File: config.mk
export PLATFORM = sky130hd
export DESIGN_NAME = parking_gate_controller
export DESIGN_NICKNAME = d
export VERILOG_FILES = /design/src/rtl/parking_gate_controller.sv
export SDC_FILE = /design/constraint.sdc
export NUM_CORES = 1
export LEC_CHECK = 0
export CORE_UTILIZATION = 55
export CTS_BUF_LIST = sky130_fd_sc_hd__clkbuf_8
export DETAILED_ROUTE_END_ITERATION = 7
export GPL_ROUTABILITY_DRIVEN = 1
export PLACE_DENSITY_LB_ADDON = 0.15
export SLEW_MARGIN = 20
export SYNTH_ARGS = -nofsm -noshare
export SYNTH_HDL_FRONTEND = slang
export SYNTH_SLANG_ARGS = --single-unit
export TNS_END_PERCENT = 1
File: constraint.sdc
create_clock -name clk -period 3.1 [get_ports clk]
set_input_delay 0.775 -clock clk [delete_from_list [all_inputs] [get_ports clk]]
set_output_delay 0.775 -clock clk [all_outputs]
set_load 0.05 [all_outputs]
File: src/rtl/parking_gate_controller.sv
// Barrier-gate motor sequencer: raise / dwell open / lower, with vehicle hold,
// reopen-on-demand while closing, and a count of vehicles passing the open gate.
module parking_gate_controller #(
  parameter int unsigned MOVE_TIME = 4,
  parameter int unsigned OPEN_TIME = 8,
  parameter int unsigned CNT_W     = 8
) (
  input  logic             clk,
  input  logic             rst,
  input  logic             door_open_pulse,
  input  logic             car_sensor,
  output logic [1:0]       gate_state,
  output logic             gate_up,
  output logic             gate_down,
  output logic             gate_open,
  output logic             busy,
  output logic [CNT_W-1:0] pass_count
);

  localparam int unsigned TMR_W = 8;
  localparam logic [TMR_W-1:0] MOVE_RELOAD = TMR_W'(MOVE_TIME - 1);
  localparam logic [TMR_W-1:0] OPEN_RELOAD = TMR_W'(OPEN_TIME - 1);

  typedef enum logic [1:0] {
    ST_CLOSED  = 2'd0,
    ST_OPENING = 2'd1,
    ST_OPEN    = 2'd2,
    ST_CLOSING = 2'd3
  } gate_st_e;

  gate_st_e         state;
  logic [TMR_W-1:0] timer;
  logic             sensor_q;
  logic [3:0]       flags_q;   // {up, down, open, busy}

  // Motor/status flags belonging to a state; registered alongside the state.
  function automatic logic [3:0] flags_of(input gate_st_e s);
    logic [3:0] f;
    f = 4'b0000;
    case (s)
      ST_OPENING: f = 4'b1001;
      ST_OPEN:    f = 4'b0011;
      ST_CLOSING: f = 4'b0101;
      default:    f = 4'b0000;
    endcase
    return f;
  endfunction

  // Gate sequencer: state, dwell/move timer and registered output flags.
  always_ff @(posedge clk or posedge rst) begin
    if (rst) begin
      state   <= ST_CLOSED;
      timer   <= '0;
      flags_q <= 4'b0000;
    end else begin
      case (state)
        ST_CLOSED: begin
          if (door_open_pulse) begin
            state   <= ST_OPENING;
            timer   <= MOVE_RELOAD;
            flags_q <= flags_of(ST_OPENING);
          end
        end
        ST_OPENING: begin
          // Requests and the beam are irrelevant while the gate is rising.
          if (timer != '0) begin
            timer <= timer - TMR_W'(1);
          end else begin
            state   <= ST_OPEN;
            timer   <= OPEN_RELOAD;
            flags_q <= flags_of(ST_OPEN);
          end
        end
        ST_OPEN: begin
          if (car_sensor || door_open_pulse) begin
            timer <= OPEN_RELOAD;
          end else if (timer != '0) begin
            timer <= timer - TMR_W'(1);
          end else begin
            state   <= ST_CLOSING;
            timer   <= MOVE_RELOAD;
            flags_q <= flags_of(ST_CLOSING);
          end
        end
        ST_CLOSING: begin
          // A vehicle or new request always wins over finishing the descent.
          if (car_sensor || door_open_pulse) begin
            state   <= ST_OPENING;
            timer   <= MOVE_RELOAD;
            flags_q <= flags_of(ST_OPENING);
          end else if (timer != '0) begin
            timer <= timer - TMR_W'(1);
          end else begin
            state   <= ST_CLOSED;
            timer   <= '0;
            flags_q <= flags_of(ST_CLOSED);
          end
        end
        default: begin
          state   <= ST_CLOSED;
          timer   <= '0;
          flags_q <= 4'b0000;
        end
      endcase
    end
  end

  // Beam history and pass counter: count falling edges only while fully open.
  always_ff @(posedge clk or posedge rst) begin
    if (rst) begin
      sensor_q   <= 1'b0;
      pass_count <= '0;
    end else begin
      sensor_q <= car_sensor;
      if ((state == ST_OPEN) && sensor_q && !car_sensor) begin
        pass_count <= pass_count + CNT_W'(1);
      end
    end
  end

  assign gate_state = state;
  assign gate_up    = flags_q[3];
  assign gate_down  = flags_q[2];
  assign gate_open  = flags_q[1];
  assign busy       = flags_q[0];

endmodule

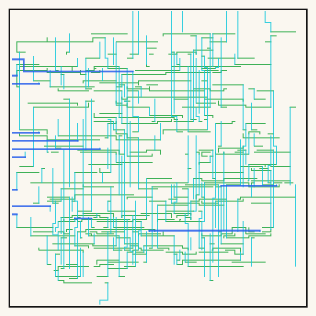
Figure 1: run 1, metal layers overlaid.
Scale: 6 px per um.
legend:
  M2:
    color: cyan
    wire_length: 1050 um
  M1:
    color: green
    wire_length: 1070 um
  M3:
    color: blue
    wire_length: 96.8 um

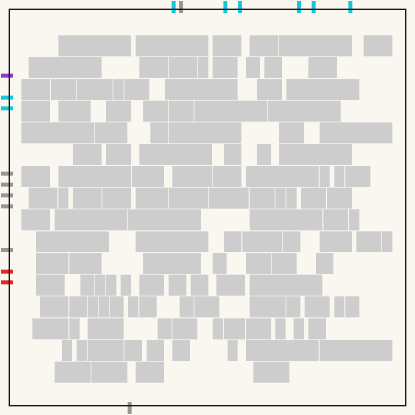
Figure 2: run 1, pin placement.
Scale: 8 px per um. Pins as bars across the die edge, other pins in gray.
legend:
  gate_state:
    color: red
    pins: 2
    direction: output
    edge: left
  clk:
    color: purple
    pins: 1
    direction: input
    edge: left
  pass_count:
    color: cyan
    pins: 8
    direction: output
    edge: 6 top, 2 left

==> metrics.cfg, run 1 <==
[logic_synthesis]
top_logic_kind=simple AND/OR/NAND/NOR gates
edf_count=0
ys_top_cells_by_count=23 x dfrtp_1, 13 x nor2_1, 10 x xnor2_1
top_area_share_pct=46.7
ys_cells=113
synthArstFlopShare_pct=100
ys.flop_type=dfrtp_1
ys_sh_aoi_pct=7.71
top_cell=dfrtp_1
synth.distinct_cells=35
syn_avg_cell_area_sq_um=10.9

[floorplanning]
fp_util_pct=60.4
die_area_sq_um=2440
die_width_um=49.4
fp.dieH_um=49.4
rows=16

[sta]
finalMaxSlewViolations=0
setup_violations=0
slew_headroom_pct=44.5
period_needed_ps=2420
clock.fmax_mhz=414
hold_viol_final=0
setup_tns_ps=0
finalClockSkew_ps=8.51
rsz0062_at_grt=no

[route]
ant_nets=0
viasPerCell=5.45
wl_met3_um=96
top_layer=met3
wl_met1_um=1070

[cells_and_area]
antenna_cells=0
regArea_sq_um=576
fillers=154

[power_and_ir_drop]
pwr-share-comb_pct=59.4
power_leader=combinational cells
comb-power_mw=1.02
cell_internal_pwr_mw=0.950
powerDensity_nw_per_um2=1170

[clock_network]
ctsResizeCount=0
path_clk_slew_ps=80
clk_path_buf_depth=2

[global_route]
grt_util_met3_pct=4.36
grt_overflow=0
grt_pass1_wl_um=3990

[worst_setup_path]
path_class=in -> reg
crit_buf_inv=1
path_cells=clkdlybuf4s50_1 -> nor2_1 -> a211o_1 -> a211oi_4 -> mux2_2
reg2reg_slack_ps=710
reg2reg_to=flags_q[2]$_DFFE_PP0P_
worstPathMaxFanout=6
worstPathRequired_ps=3240

[placement]
hpwl_um=1650
routabilityCongestion=0.808

[job]
cap_violations=0

[outcome]
status=finished, final reports clean

[min_path]
hp-class=reg -> reg

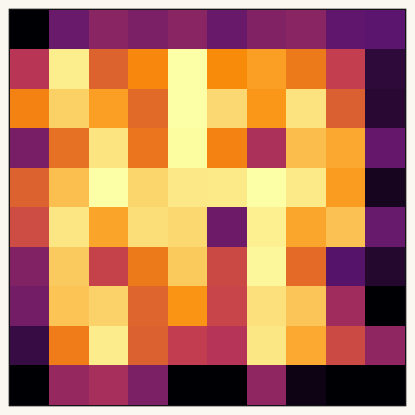
Figure 3: run 1, cell area per tile.
Scale: 8 px per um. The die is cut into 10 by 10 equal tiles; black is low, pale yellow is high, 0 to 100% covered.
fullest tile: 100%
nearly empty tiles: 7.0%
mean over tiles: 59%
densest ninth of the die: center
emptiest ninth of the die: lower right

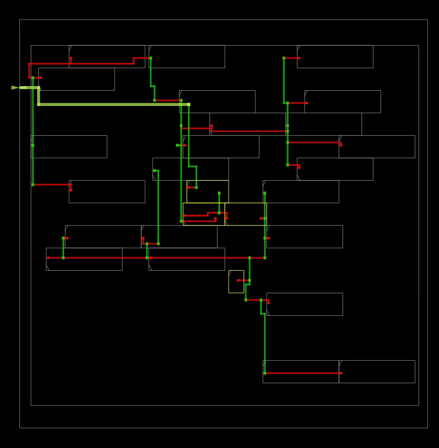
Figure 4: run 1, the clock network.
clock sink total: 23
Late-Pin Clk Latency: 260 ps
Flop Count: 23
clock buffers: 3
CTS Buf Count: 3

[run 1: cells in the final DEF, fill, tap and decap left out, types with 2 or more instances in the layout]
cell type / instances
xor2_1: 3
xnor2_1: 10
nor2_1: 13
clkbuf_8: 3
dfrtp_1: 23
nand3_1: 4
nand4_1: 2
ha_1: 8
inv_1: 8
nand2_1: 2
mux2_2: 6
nand2b_1: 2
and3_1: 2
clkdlybuf4s50_1: 17
or2_2: 2
nor4b_1: 3
nor3_1: 2
or3_1: 2
[run 1: how the worst max path moves through the flow]
stage                                    start  slack, ps  depth (start not counted)                        end
after global routing                car_sensor        600                          5  gate_state[0]$_DFFE_PP0P_
after floorplan           timer[3]$_DFFE_PP0P_        830                          4     flags_q[1]$_DFFE_PP0P_
final                               car_sensor        680                          5     flags_q[2]$_DFFE_PP0P_
after global placement              car_sensor        480                          5     flags_q[2]$_DFFE_PP0P_
after detailed placement            car_sensor        410                          5     flags_q[3]$_DFFE_PP0P_
after CTS                           car_sensor        690                          5  gate_state[0]$_DFFE_PP0P_
[run 1: state kept, by name (all words and copies together) (netlist names)]
signal      flops
timer           8
gate_state      2
pass_count      8
flags_q         4
sensor_q        1
[run 1: cell type report]
class / instances / share of cell area (%)
inverter: 8 / 2.04
sequential: 23 / 39.1
multi-input combinational: 79 / 41.9
timing repair buffer: 17 / 11.6
clock buffer: 3 / 2.80
tap: 27 / 2.29
clock inverter: 1 / 0.340
[run 1: metrics by stage]
stage / total power [mW] / cell area, sq um / cells / setup slack [ps]
final: 1.72 / 1470 / 158 / 683
after detailed placement: 1.55 / 1430 / 154 / 413
after floorplan: 1.30 / 1230 / 113 / 831
after global routing: 1.85 / 1470 / 158 / 599
after CTS: 1.74 / 1470 / 158 / 688
after global placement: 1.52 / 1430 / 154 / 476
Figure 5. Placed cells, one color a class (run 1).
Scale: 6 px per um.
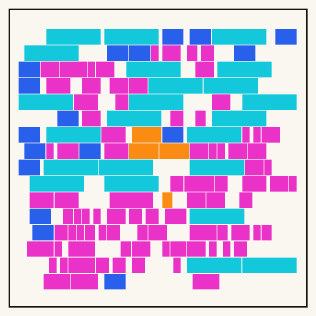

## Run 2: what changed since run 1
==> constraint.sdc (replaced) <==
create_clock -name clk -period 2.35 [get_ports clk]
set_input_delay 0.5875 -clock clk [delete_from_list [all_inputs] [get_ports clk]]
set_output_delay 0.5875 -clock clk [all_outputs]
set_load 0.05 [all_outputs]
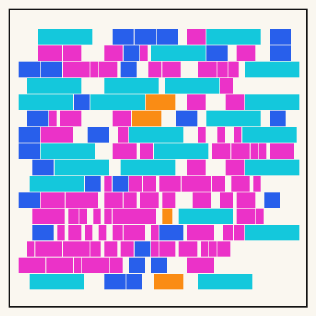
Figure 6: run 2, placed cells, one color a class.
Scale: 6 px per um.
legend:
  remaining logic cells:
    color: magenta
    cells: 87
    share_of_their_area: 43%
  remaining buffers and delay cells:
    color: blue
    cells: 29
    share_of_their_area: 17%
  registers:
    color: cyan
    cells: 23
    share_of_their_area: 37%
  clock drivers and dummy loads:
    color: orange
    cells: 4
    share_of_their_area: 3.0%

==> metrics.cfg, run 2 <==
[power_and_ir_drop]
powerDensity_nw_per_um2=1560  ; +33%
total_power_mw=2.46  ; +43%

[cells_and_area]
nets=156
antenna_cells=0  ; unchanged
lay_top_count=dfrtp_1
finalNonFillerCells=170  ; +7.6%
final_area_sq_um=1580  ; +7.2%
fillers=156  ; +1.3%
largestRegisters=pass_count (8), timer (8), flags_q (4)
mostFrequentLayoutCells=23 x dfrtp_1, 17 x clkdlybuf4s50_1, 13 x nor2_1, 11 x buf_4, 10 x xnor2_1

[logic_synthesis]
ys_cells=113  ; unchanged
edf_count=0  ; unchanged
synthArstFlopShare_pct=100  ; unchanged
ys.flop_type=dfrtp_1
synth.distinct_cells=35  ; unchanged
top_cell=dfrtp_1
ys_top_cells_by_count=23 x dfrtp_1, 13 x nor2_1, 10 x xnor2_1
top_area_share_pct=46.7  ; unchanged
syn_avg_cell_area_sq_um=10.9  ; unchanged

[sta]
clock.fmax_mhz=429
worst_pin_slew_ps=508
finalClockSkew_ps=5.24  ; -3.27 ps
finalWorstSetupSlack_ps=20.8  ; -662 ps
setup_tns_ps=0  ; unchanged
rsz0062_at_grt=yes
period_needed_ps=2330
slew_headroom_pct=66.1  ; +22 points
finalMaxSlewViolations=0  ; unchanged

[outcome]
status=finished, final reports clean

[floorplanning]
rows=16  ; unchanged
fp_util_pct=60.4  ; unchanged
fp.dieH_um=49.4  ; unchanged
die_area_sq_um=2440  ; unchanged
die_width_um=49.4  ; unchanged

[clock_network]
path_clk_slew_ps=80  ; about the same
numCtsBuffers=3  ; unchanged
clk_path_buf_depth=2  ; unchanged
clk_latency_ps=260  ; about the same
clock-sinks=23  ; unchanged

[worst_setup_path]
reg2reg_to=flags_q[1]$_DFFE_PP0P_
path_class=reg -> reg
reg2reg_slack_ps=20  ; -690 ps
crit_buf_inv=1  ; unchanged
worstPathRequired_ps=2510  ; -730 ps
crit_slowest_cell=or4b_4
worstPathMaxFanout=6  ; unchanged
path_cells=or4_4 -> or4b_4 -> a211oi_4 -> buf_6 -> mux2_2

[min_path]
hp-class=reg -> reg

[route]
wl_met3_um=73  ; -24%
wl_met1_um=1100  ; +2.8%
ant_nets=0  ; unchanged
top_layer=met4
viasPerCell=5.33  ; -2.2%

[global_route]
grt_overflow=0  ; unchanged
grt_pass1_wl_um=4010  ; +0.50%
grt_util_met3_pct=2.80  ; -1.6 points

[placement]
post_dp_cell_area_sq_um=1510  ; +5.8%
place_inst=165  ; +7.1%
hpwl_um=1630  ; -1.1%
dp_slack_ps=-35.1  ; -448 ps

[job]
cap_violations=0  ; unchanged

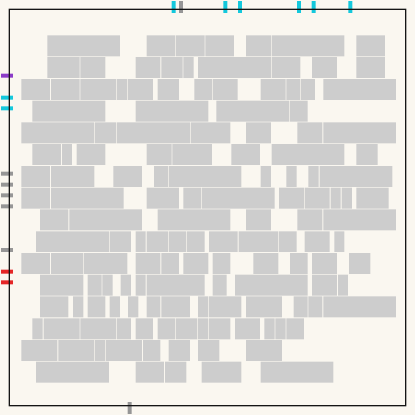
Figure 7: run 2, pin placement.
Scale: 8 px per um. Pins as bars across the die edge, other pins in gray.
legend:
  clk:
    color: purple
    pins: 1
    direction: input
    edge: left
  pass_count:
    color: cyan
    pins: 8
    direction: output
    edge: 6 top, 2 left
  gate_state:
    color: red
    pins: 2
    direction: output
    edge: left

[run 2: cell counts after synthesis]
No cell type changed its count.
[run 2: worst max path at each step]
stage | from | to | slack [ps]
2_1_floorplan | timer[3]$_DFFE_PP0P_ | flags_q[1]$_DFFE_PP0P_ | 80
3_3_place_gp | door_open_pulse | flags_q[1]$_DFFE_PP0P_ | -0.09
3_5_place_dp | door_open_pulse | gate_state[1]$_DFFE_PP0P_ | -40
4_1_cts | timer[3]$_DFFE_PP0P_ | flags_q[3]$_DFFE_PP0P_ | 10
5_1_grt | timer[4]$_DFFE_PP0P_ | timer[0]$_DFFE_PP0P_ | -20
6_report | timer[4]$_DFFE_PP0P_ | flags_q[1]$_DFFE_PP0P_ | 20
[run 2: kinds of logic (layout without fill, tap and decap cells)]
group	after synthesis	count (layout)	share of synthesized area (%)
flops	23	23	46.7
simple gates	40	40	18.7
compound gates	11	11	7.71
fa+ha+maj	8	8	8.11
xor+xnor	13	13	9.23
buf+inv	11	41	3.35
mux	7	7	6.29
[run 2: report_power, final]
group	switching (mW)	internal, mW	total (mW)
clock	0.129	0.118	0.247
combinational	0.808	0.732	1.54
sequential	0.134	0.541	0.676
[run 2: cell type report]
| type | count | area, sq um | share of cell area [%] |
|---|---|---|---|
| Multi-Input combinational cell | 79 | 629 | 39.9 |
| Clock buffer | 3 | 41.3 | 2.61 |
| Tap cell | 27 | 33.8 | 2.14 |
| Timing Repair Buffer | 29 | 264 | 16.7 |
| Sequential cell | 23 | 576 | 36.5 |
| Inverter | 8 | 30.0 | 1.90 |
| Clock inverter | 1 | 5.00 | 0.317 |
[run 2: worst register-to-register path, delay by kind of cell (launching register included)]
family	cells	cell delay, ps
flops	1	380
buf+inv	1	160
compound gates	1	220
simple gates	2	1120
mux	1	330
Power is estimated from default activity; no workload was simulated.
